[config.mk]
export PLATFORM = sky130hd
export DESIGN_NAME = pipe_scoreboard
export DESIGN_NICKNAME = d
export VERILOG_FILES = /design/src/rtl/pipe_scoreboard.sv
export SDC_FILE = /design/constraint.sdc
export NUM_CORES = 1
export LEC_CHECK = 0
export CAP_MARGIN = 20
export CORE_ASPECT_RATIO = 1.25
export CORE_MARGIN = 4
export CORE_UTILIZATION = 30
export DETAILED_ROUTE_END_ITERATION = 12
export PLACE_DENSITY = 0.51
export SLEW_MARGIN = 20
export SYNTH_ARGS = -nofsm -noshare
export SYNTH_HDL_FRONTEND = slang
export SYNTH_SLANG_ARGS = --single-unit
[constraint.sdc]
create_clock -name clk -period 5.55 [get_ports clk]
set_input_delay 0.8325 -clock clk [delete_from_list [all_inputs] [get_ports clk]]
set_output_delay 0.8325 -clock clk [all_outputs]
set_load 0.03 [all_outputs]
[src/rtl/pipe_scoreboard.sv]
// Register scoreboard and ID->EXE issue control for the RV64 in-order pipe.
// Optional SB_WB_BYPASS_EN masks a source hazard on the retiring write.
module pipe_scoreboard #(
    parameter int NREG   = 32,
    parameter int CNT_W  = 2,
    parameter int PERF_W = 32
) (
    input  logic              clk,
    input  logic              rst,
    input  logic              id_valid,
    input  logic [4:0]        id_rs1,
    input  logic              id_rs1_en,
    input  logic [4:0]        id_rs2,
    input  logic              id_rs2_en,
    input  logic [4:0]        id_rd,
    input  logic              id_rd_en,
    input  logic              exe_ready,
    input  logic              wb_rd_en,
    input  logic [4:0]        wb_rd,
    input  logic              flush,
    output logic              id_stall,
    output logic              id_issue,
    output logic              sb_err,
    output logic [PERF_W-1:0] stall_cycles
);

    localparam logic [CNT_W-1:0] CMAX = '1;
    localparam logic [CNT_W-1:0] CONE = CNT_W'(1);

    logic [CNT_W-1:0] cnt     [NREG];
    logic [CNT_W-1:0] cnt_nxt [NREG];
    logic [NREG-1:0]  inc;
    logic [NREG-1:0]  dec;

    logic [CNT_W-1:0] c1;
    logic [CNT_W-1:0] c2;
    logic [CNT_W-1:0] cd;
    logic [CNT_W-1:0] cw;
    logic             byp1;
    logic             byp2;
    logic             haz1;
    logic             haz2;
    logic             hazd;
    logic             wb_err;

    assign c1 = cnt[id_rs1];
    assign c2 = cnt[id_rs2];
    assign cd = cnt[id_rd];
    assign cw = cnt[wb_rd];

`ifdef SB_WB_BYPASS_EN
    // The last in-flight write retiring now reaches the reader via regfile write-through.
    assign byp1 = wb_rd_en && (wb_rd == id_rs1) && (c1 == CONE);
    assign byp2 = wb_rd_en && (wb_rd == id_rs2) && (c2 == CONE);
`else
    assign byp1 = 1'b0;
    assign byp2 = 1'b0;
`endif

    assign haz1 = id_rs1_en && (id_rs1 != 5'd0) && (c1 != '0) && !byp1;
    assign haz2 = id_rs2_en && (id_rs2 != 5'd0) && (c2 != '0) && !byp2;
    assign hazd = id_rd_en && (id_rd != 5'd0) && (cd == CMAX);

    assign id_stall = !rst && id_valid && !flush
                      && (haz1 || haz2 || hazd || !exe_ready);
    assign id_issue = !rst && id_valid && !flush && !id_stall;

    assign wb_err = wb_rd_en && (wb_rd != 5'd0) && (cw == '0);

    always_comb begin
        inc = '0;
        dec = '0;
        for (int r = 0; r < NREG; r++) begin
            cnt_nxt[r] = cnt[r];
            if (r != 0) begin
                inc[r] = id_issue && id_rd_en && (id_rd == 5'(r));
                dec[r] = wb_rd_en && (wb_rd == 5'(r)) && (cnt[r] != '0);
                if (inc[r] && !dec[r]) begin
                    cnt_nxt[r] = cnt[r] + CONE;
                end else if (dec[r] && !inc[r]) begin
                    cnt_nxt[r] = cnt[r] - CONE;
                end
            end
        end
    end

    always_ff @(posedge clk) begin
        if (rst) begin
            for (int r = 0; r < NREG; r++) begin
                cnt[r] <= '0;
            end
            sb_err       <= 1'b0;
            stall_cycles <= '0;
        end else begin
            if (flush) begin
                for (int r = 0; r < NREG; r++) begin
                    cnt[r] <= '0;
                end
            end else begin
                cnt <= cnt_nxt;
            end
            if (wb_err && !flush) begin
                sb_err <= 1'b1;
            end
            if (id_stall && (stall_cycles != '1)) begin
                stall_cycles <= stall_cycles + PERF_W'(1);
            end
        end
    end

endmodule

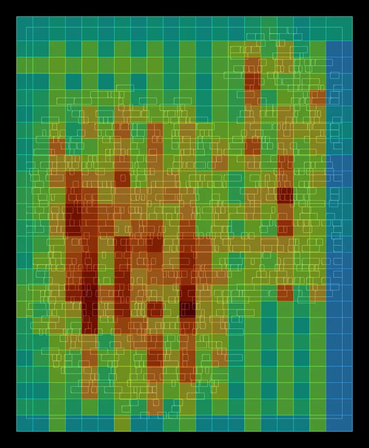
Figure 1: run 1, congestion heat map.
drt wl/cell: 18.4 um
Total GRT Usage: 16.9%
utilization after layout: 35.5%

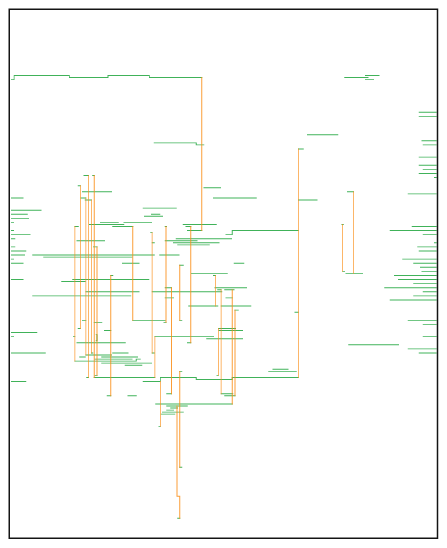
Figure 2: run 1, signal wires by layer.
Drawn at 3 px/um. Only two layers are drawn.
met4 -> orange  # wire length 1010 um
met3 -> green  # wire length 1230 um

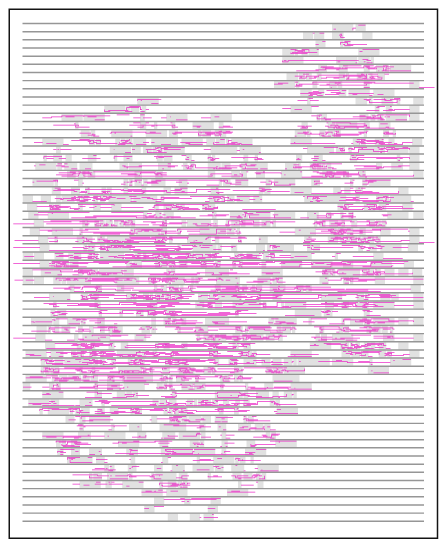
Figure 3: run 1, metal 1.
Drawn at 3 px/um. Supply wires on this layer in grey.
longest straight run = 44.6 um
wire length on this layer = 8780 um
main direction = horizontal
nets with wire on the layer = 828

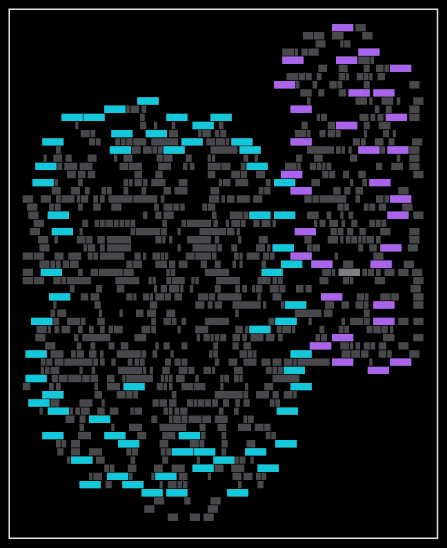
Figure 4: run 1, register map, names as in the netlist.
Drawn at 3 px/um. Other sequential cells in the stronger grey, the rest of the logic in the fainter grey.
stall_cycles -> purple  # sequential cells 32
cnt -> cyan  # sequential cells 62
not coloured = 1

==> impl_metrics.json, run 1 <==
{
  "status": "finished, final reports clean",
  "tns_ns": 0,
  "ys_cells": 812,
  "intPower_mw": 1.10,
  "instances_no_fill": 1131,
  "clk_pin_slew_ns": 0.07,
  "cp-startpoint": "id_rd[0]",
  "slew_headroom_pct": 27.5,
  "core_mm2": 0.0222,
  "edf_count": 0,
  "end_kind": "output pin",
  "hold_end": "sb_err$_SDFFE_PP0P_",
  "warning_count": 26,
  "p_sw_uw": 380,
  "tightest_slew_ns": 1.08,
  "synthTopCellsByArea": "dfxtp_1 28%, xor2_1 8.0%, mux4_2 6.0%",
  "cts-buffers-inserted": 9,
  "fin_worst_skew_ns": 0.0137,
  "grt_first_pass_wirelength_mm": 33.6,
  "critPathKind": "primary input to output pin",
  "top_cells_by_count": "95 x dfxtp_1, 89 x nor2_1, 62 x xor2_1, 58 x a21oi_1, 45 x o21ai_0",
  "yosys_area_mm2": 0.00676,
  "cts_tree": "yes",
  "nNetsFinal": 906,
  "cp_max_fo": 17
}
## run 1: critical path, stage by stage
cell and delay (ns):
clkdlybuf4s50_1 0.66, buf_4 0.30, mux4_2 0.51, mux2_2 0.27, nand3_1 0.08, a21oi_1 0.10, nor4_2 0.33, and2_4 0.21
nand2_2 0.22, buf_4 0.28, inv_1 0.07, buf_4 0.15
## run 1: metrics by stage
stage / util (%) / worst slack (ns)
floorplan: - / 1.81
global placement: 34.2 / 0.694
detailed placement: 34.2 / 0.586
CTS: 35.5 / 0.705
global route: 35.5 / 0.542
finish: 35.5 / 0.684
## run 1: per-layer routing
layer	part of all wire, %	up-vias
met5	0	-
met4	4.8	0
met3	5.9	66
met2	47	231
met1	42	3020
li1	-	3066
## run 1: registers in the layout (all words and copies together) (netlist names)
register / cells
cnt: 62
stall_cycles: 32
sb_err: 1
==> inputs of run 2 (changes only) <==
--- a/config.mk
+++ b/config.mk
@@ -10,7 +10,7 @@
 export CORE_MARGIN = 4
 export CORE_UTILIZATION = 30
 export DETAILED_ROUTE_END_ITERATION = 12
-export PLACE_DENSITY = 0.51
+export PLACE_DENSITY = 0.56
 export SLEW_MARGIN = 20
 export SYNTH_ARGS = -nofsm -noshare
 export SYNTH_HDL_FRONTEND = slang
==> constraint.sdc (replaced) <==
create_clock -name clk -period 5.55 [get_ports clk]
set_input_delay 0.8325 -clock clk [delete_from_list [all_inputs] [get_ports clk]]
set_output_delay 0.8325 -clock clk [all_outputs]
set_load 0.01 [all_outputs]
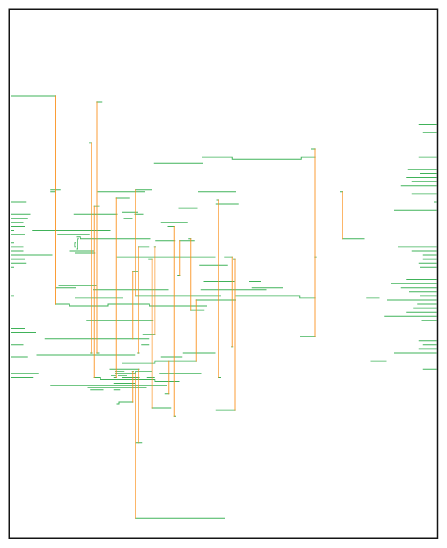
Figure 5: run 2, signal wires by layer.
Drawn at 3 px/um. Only two layers are drawn.
met3 -> green  # wire length 1280 um
met4 -> orange  # wire length 943 um

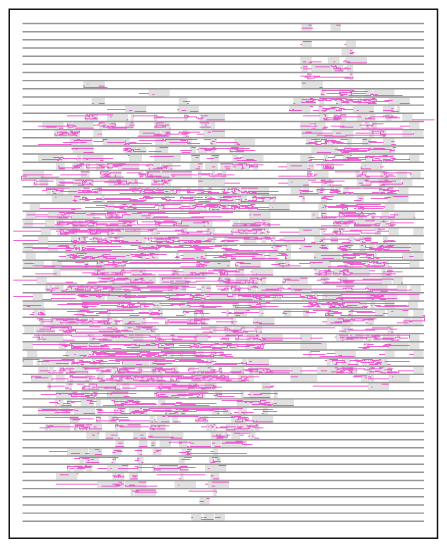
Figure 6: run 2, metal 1.
Drawn at 3 px/um. Supply wires on this layer in grey.
nets with wire on the layer = 821
longest straight run = 31.3 um
main direction = horizontal
wire length on this layer = 8780 um

==> run 2 against run 1 <==
  * Flip-flop count did not move
  * Global-route usage fell by 0.46 points
  * Sequential power barely moved
  * Synthesized cell count did not move
  * Non-clock buffer count fell by 1
  * Die size did not move
  * Critical endpoint unchanged
  * Highest routed layer unchanged
==> impl_metrics.json, run 2 <==
{
  "status": "finished, final reports clean",
  "placed_cell_area_mm2": 0.00758,
  "clk_pin_slew_ns": 0.08,
  "top_cells_by_count": "95 x dfxtp_1, 89 x nor2_1, 62 x xor2_1, 58 x a21oi_1, 45 x o21ai_0",
  "warning_count": 26,
  "setup_ws_ns": 0.828,
  "p_sw_uw": 410,
  "end_kind": "output pin",
  "tns_ns": 0,
  "synthTopCellsByArea": "dfxtp_1 28%, xor2_1 8.0%, mux4_2 6.0%",
  "regMostFlops": "cnt",
  "largest_reg_flops": 62,
  "instances_no_fill": 1132,
  "pre_cts_ws_ns": 0.841,
  "first_iter_violations": 376,
  "ios": 64,
  "core_mm2": 0.0222,
  "post-route-util_pct": 35.5,
  "cts_tree": "yes",
  "critPathKind": "primary input to output pin",
  "wl_met1_mm": 8.78,
  "clock_area_share_pct": 3.76,
  "wl_met2_mm": 9.48,
  "buffers_excl_clock": 71,
  "tightest_slew_ns": 1.03,
  "top_regs": "cnt: 62 flops, stall_cycles: 32 flops, sb_err: 1 flops",
  "fin_worst_skew_ns": 0.0145,
  "routedWlPerCell_um": 18.1,
  "nNetsFinal": 905,
  "cp_max_fo": 14,
  "cts-buffers-inserted": 9,
  "synth_seq_share_pct": 28.1,
  "grt_first_pass_wirelength_mm": 32.7,
  "slew_headroom_pct": 31.0,
  "intPower_mw": 1.06,
  "ff2ff_setup_slack_ns": 2.05,
  "met3WireLength_mm": 1.28,
  "yosys_area_mm2": 0.00676,
  "edf_count": 0
}
run 2: cell counts after synthesis:
No cell type changed its count.
run 2: final timing paths:
kind | startpoint | end | cells after the start
worst max register to register | cnt[40]$_SDFFE_PP0P_ | cnt[31]$_SDFFE_PP0P_ | 12
worst min register to register | stall_cycles[26]$_SDFFE_PP0P_ | stall_cycles[26]$_SDFFE_PP0P_ | 2
worst min-delay path | stall_cycles[26]$_SDFFE_PP0P_ | stall_cycles[26]$_SDFFE_PP0P_ | 2
worst max-delay path | id_rd[1] | id_issue | 11
run 2: worst max-delay path, stage by stage:
cell             delay, ns
clkdlybuf4s50_1       0.86
buf_4                 0.28
and2b_1               0.23
a221oi_1              0.31
or3_1                 0.17
a211oi_2              0.05
nor4_2                0.19
and2_4                0.21
nand2_2               0.12
inv_1                 0.10
clkdlybuf4s50_1       0.53
Power is estimated from default activity; no workload was simulated.
